## src/rtl/instruction_queue_pkg.sv

```systemverilog
// Shared constants and types for the instruction byte queue.
// Optional INSTRUCTION_QUEUE_PERF_EN adds flush/starve counters in the top.
package instruction_queue_pkg;

  localparam int QUEUE_DEPTH  = 32;
  localparam int WINDOW_BYTES = 16;
  localparam int FILL_BYTES   = 4;

  localparam int PTR_W  = 5;
  localparam int CNT_W  = 6;
  localparam int LEN_W  = 5;
  localparam int FCNT_W = 3;
  localparam int PERF_W = 16;

  typedef logic [7:0] byte_t;
  typedef logic [QUEUE_DEPTH-1:0][7:0] qbuf_t;
  typedef logic [0:WINDOW_BYTES-1][7:0] window_t;

  function automatic logic [PERF_W-1:0] sat_inc(
    input logic [PERF_W-1:0] v
  );
    return (&v) ? v : v + 1'b1;
  endfunction

endpackage

```

## src/rtl/instruction_queue_window.sv

```systemverilog
// Head-relative rotate-and-mask of the byte buffer into a 16-byte window.
// Ports: buffer, head, count in; window out (index 0 = oldest byte).
module instruction_queue_window
  import instruction_queue_pkg::*;
(
  input  qbuf_t              buffer,
  input  logic [PTR_W-1:0]   head,
  input  logic [CNT_W-1:0]   count,
  output window_t            window
);

  // Index arithmetic is 5 bits wide, so entry 31 -> 0 wraps for free.
  always_comb begin
    window = '0;
    for (int i = 0; i < WINDOW_BYTES; i++) begin
      if (CNT_W'(i) < count)
        window[i] = buffer[head + PTR_W'(i)];
    end
  end

endmodule

```

## src/rtl/instruction_queue.sv

```systemverilog
// 32-byte circular code-byte queue between fetch fill and decode consume.
// Ports: clock/reset/flush, fill_*, consume_*, instruction window,
// bytes_available, consume_error; INSTRUCTION_QUEUE_PERF_EN adds
// flush_count and starve_count.
module instruction_queue
  import instruction_queue_pkg::*;
(
  input  logic                clock,
  input  logic                reset,
  input  logic                flush,
  input  logic                fill_valid,
  output logic                fill_ready,
  input  logic [31:0]         fill_data,
  input  logic [FCNT_W-1:0]   fill_count,
  output window_t             instruction,
  output logic [CNT_W-1:0]    bytes_available,
  input  logic                consume_valid,
  input  logic [LEN_W-1:0]    consume_length,
  output logic                consume_error
`ifdef INSTRUCTION_QUEUE_PERF_EN
  ,
  output logic [PERF_W-1:0]   flush_count,
  output logic [PERF_W-1:0]   starve_count
`endif
);

  qbuf_t             mem_q;
  logic [PTR_W-1:0]  head_q, head_d;
  logic [PTR_W-1:0]  tail_q, tail_d;
  logic [CNT_W-1:0]  count_q, count_d;
  logic              cerr_q, cerr_d;

  logic              fill_ok;
  logic              cons_ok;
  logic              wr_en;
  logic [CNT_W-1:0]  fill_amt;
  logic [CNT_W-1:0]  cons_amt;
  logic [CNT_W-1:0]  len_ext;

  assign len_ext    = {1'b0, consume_length};
  assign fill_ready = count_q <= CNT_W'(QUEUE_DEPTH - FILL_BYTES);

  // Consume is judged against the pre-fill count.
  always_comb begin
    fill_ok = fill_valid & fill_ready & ~flush
            & (fill_count != '0)
            & (fill_count <= FCNT_W'(FILL_BYTES));
    cons_ok = consume_valid & ~flush
            & (consume_length != '0)
            & (len_ext <= count_q);
  end

  assign wr_en    = fill_ok & ~reset;
  assign fill_amt = fill_ok ? CNT_W'(fill_count) : '0;
  assign cons_amt = cons_ok ? len_ext : '0;

  always_comb begin
    head_d  = head_q;
    tail_d  = tail_q;
    count_d = count_q;
    cerr_d  = consume_valid & ~flush & ~cons_ok;
    if (flush) begin
      head_d  = '0;
      tail_d  = '0;
      count_d = '0;
    end else begin
      head_d  = head_q + PTR_W'(cons_amt);
      tail_d  = tail_q + PTR_W'(fill_amt);
      count_d = count_q + fill_amt - cons_amt;
    end
  end

  always_ff @(posedge clock) begin
    if (reset) begin
      head_q  <= '0;
      tail_q  <= '0;
      count_q <= '0;
      cerr_q  <= 1'b0;
    end else begin
      head_q  <= head_d;
      tail_q  <= tail_d;
      count_q <= count_d;
      cerr_q  <= cerr_d;
    end
  end

  // Storage is deliberately not reset; only pointers and count are.
  always_ff @(posedge clock) begin
    if (wr_en) begin
      for (int j = 0; j < FILL_BYTES; j++) begin
        if (FCNT_W'(j) < fill_count)
          mem_q[tail_q + PTR_W'(j)] <= fill_data[8*j +: 8];
      end
    end
  end

  instruction_queue_window u_window (
    .buffer (mem_q),
    .head   (head_q),
    .count  (count_q),
    .window (instruction)
  );

  assign bytes_available = count_q;
  assign consume_error   = cerr_q;

`ifdef INSTRUCTION_QUEUE_PERF_EN
  logic [PERF_W-1:0] flush_cnt_q, flush_cnt_d;
  logic [PERF_W-1:0] starve_cnt_q, starve_cnt_d;

  always_comb begin
    flush_cnt_d  = flush_cnt_q;
    starve_cnt_d = starve_cnt_q;
    if (flush)
      flush_cnt_d = sat_inc(flush_cnt_q);
    if (consume_valid && (count_q < len_ext))
      starve_cnt_d = sat_inc(starve_cnt_q);
  end

  always_ff @(posedge clock) begin
    if (reset) begin
      flush_cnt_q  <= '0;
      starve_cnt_q <= '0;
    end else begin
      flush_cnt_q  <= flush_cnt_d;
      starve_cnt_q <= starve_cnt_d;
    end
  end

  assign flush_count  = flush_cnt_q;
  assign starve_count = starve_cnt_q;
`endif

endmodule

```

## config.mk

```make
export PLATFORM = sky130hd
export DESIGN_NAME = instruction_queue
export DESIGN_NICKNAME = d
export VERILOG_FILES = /design/src/rtl/instruction_queue_pkg.sv /design/src/rtl/instruction_queue_window.sv /design/src/rtl/instruction_queue.sv
export SDC_FILE = /design/constraint.sdc
export NUM_CORES = 2
export LEC_CHECK = 0
export CORE_AREA = 2 2 259 324
export DETAILED_ROUTE_END_ITERATION = 16
export DIE_AREA = 0 0 261 326
export PLACE_DENSITY = 0.59
export RECOVER_POWER = 50
export SLEW_MARGIN = 10
export SYNTH_ARGS = -nofsm -noshare
export SYNTH_HDL_FRONTEND = slang
export SYNTH_HIERARCHICAL = 1
export SYNTH_SLANG_ARGS = --single-unit
```

## constraint.sdc

```tcl
create_clock -name clock -period 37.8 [get_ports clock]
set_clock_uncertainty 0.1 [all_clocks]
set_input_delay 11.34 -clock clock [delete_from_list [all_inputs] [get_ports clock]]
set_output_delay 11.34 -clock clock [all_outputs]
set_load 0.02 [all_outputs]
```

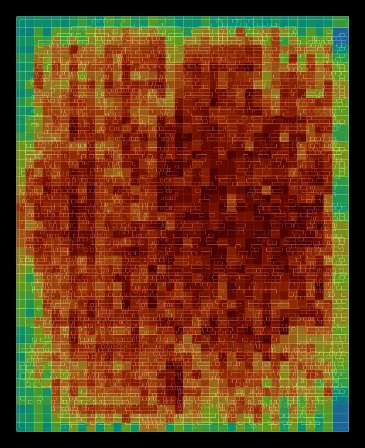
congestion_map.png
GR peak layer: met2
met3 Usage GRT: 0.247
met1 usage: 0.591

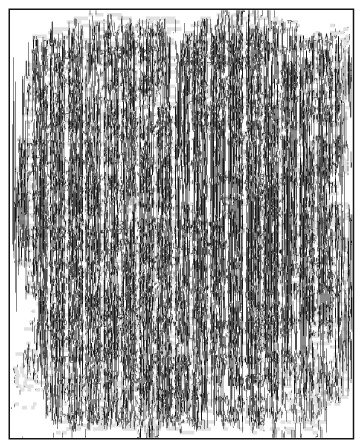
m2.png
The wires run mostly vertical. 2871 nets have wire on it.

==> flow_summary.json <==
{
  "n_antenna_cell": 54,
  "die_h_um": 326,
  "n_clock_buffer": 44,
  "muxShareOfSynthArea": 0.330,
  "setup_viol": 0,
  "maxCapViolations": 7,
  "final_common_cell": "mux4_2",
  "synth_area_um2": 35800,
  "cp-endpoint": "mem_q[54]$_DFFE_PP_",
  "drive_gt1_frac": 0.228,
  "switchingPower_mw": 0.627,
  "ant_nets": 0,
  "dr.pass1.iters": 8,
  "wl_met3_um": 35300,
  "grt_max_degree": 178,
  "vias_per_cell": 8.31,
  "design_power_total_mw": 1.45,
  "warnings": 49,
  "p_comb_frac": 0.501,
  "fmax_mhz": 50.6,
  "powerComb_mw": 0.728,
  "worstHoldStart": "tail_q[3]$_SDFF_PP0_",
  "final-nonclk-buf-share": 0.0632,
  "yosys.stat.seqShare": 0.224,
  "clockBufferDepth": 3,
  "slew_violations": 177,
  "n_tap_cell": 1080,
  "cp.required_ps": 37920,
  "crit_chain": "dlygate4sd3_1 > or3_1 > nand4b_1 > nor3_1 > nor2b_4 > clkbuf_1 > buf_12",
  "hold_class": "reg2reg",
  "htreeDepth": 2,
  "combGateArea_um2": 25800,
  "power.group.top": "combinational logic",
  "critical_path_depth": 7,
  "yosysWarnings": 6,
  "run_status": "finished with violations",
  "area_delta_synth_final_pct": 9.21,
  "violations": "max-capacitance violations, max-slew violations",
  "dp.cells": 4507,
  "ir_drop_v": 0.0000298
}
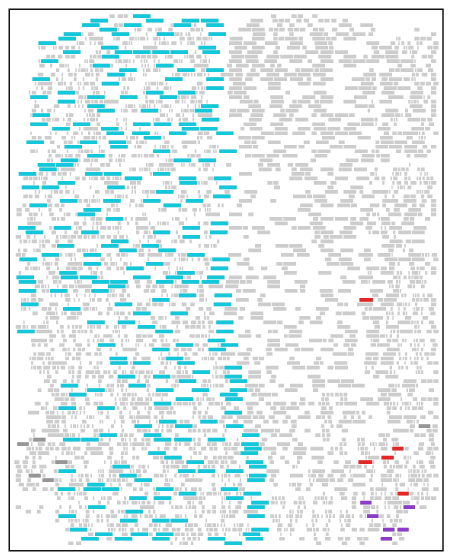
ff_map.png
Other sequential cells in the stronger gray, the rest of the logic in the fainter gray.
Purple marks `bytes_available`, placed flops 6, where bottom right. Cyan marks `mem_q`, placed flops 256. Red marks `head_q`, placed flops 5, where bottom right.
Another 6 sequential cells are not colored.

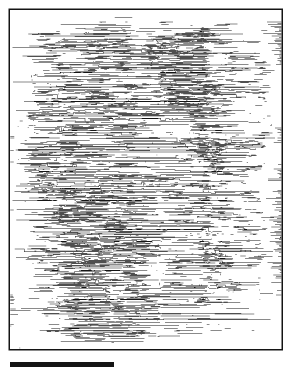
m3.png
The bar under the picture is 100 um long.
The layer holds 16% of the routed length. 999 nets have wire on it.
WL final: 221000 um
DR vias: 38400

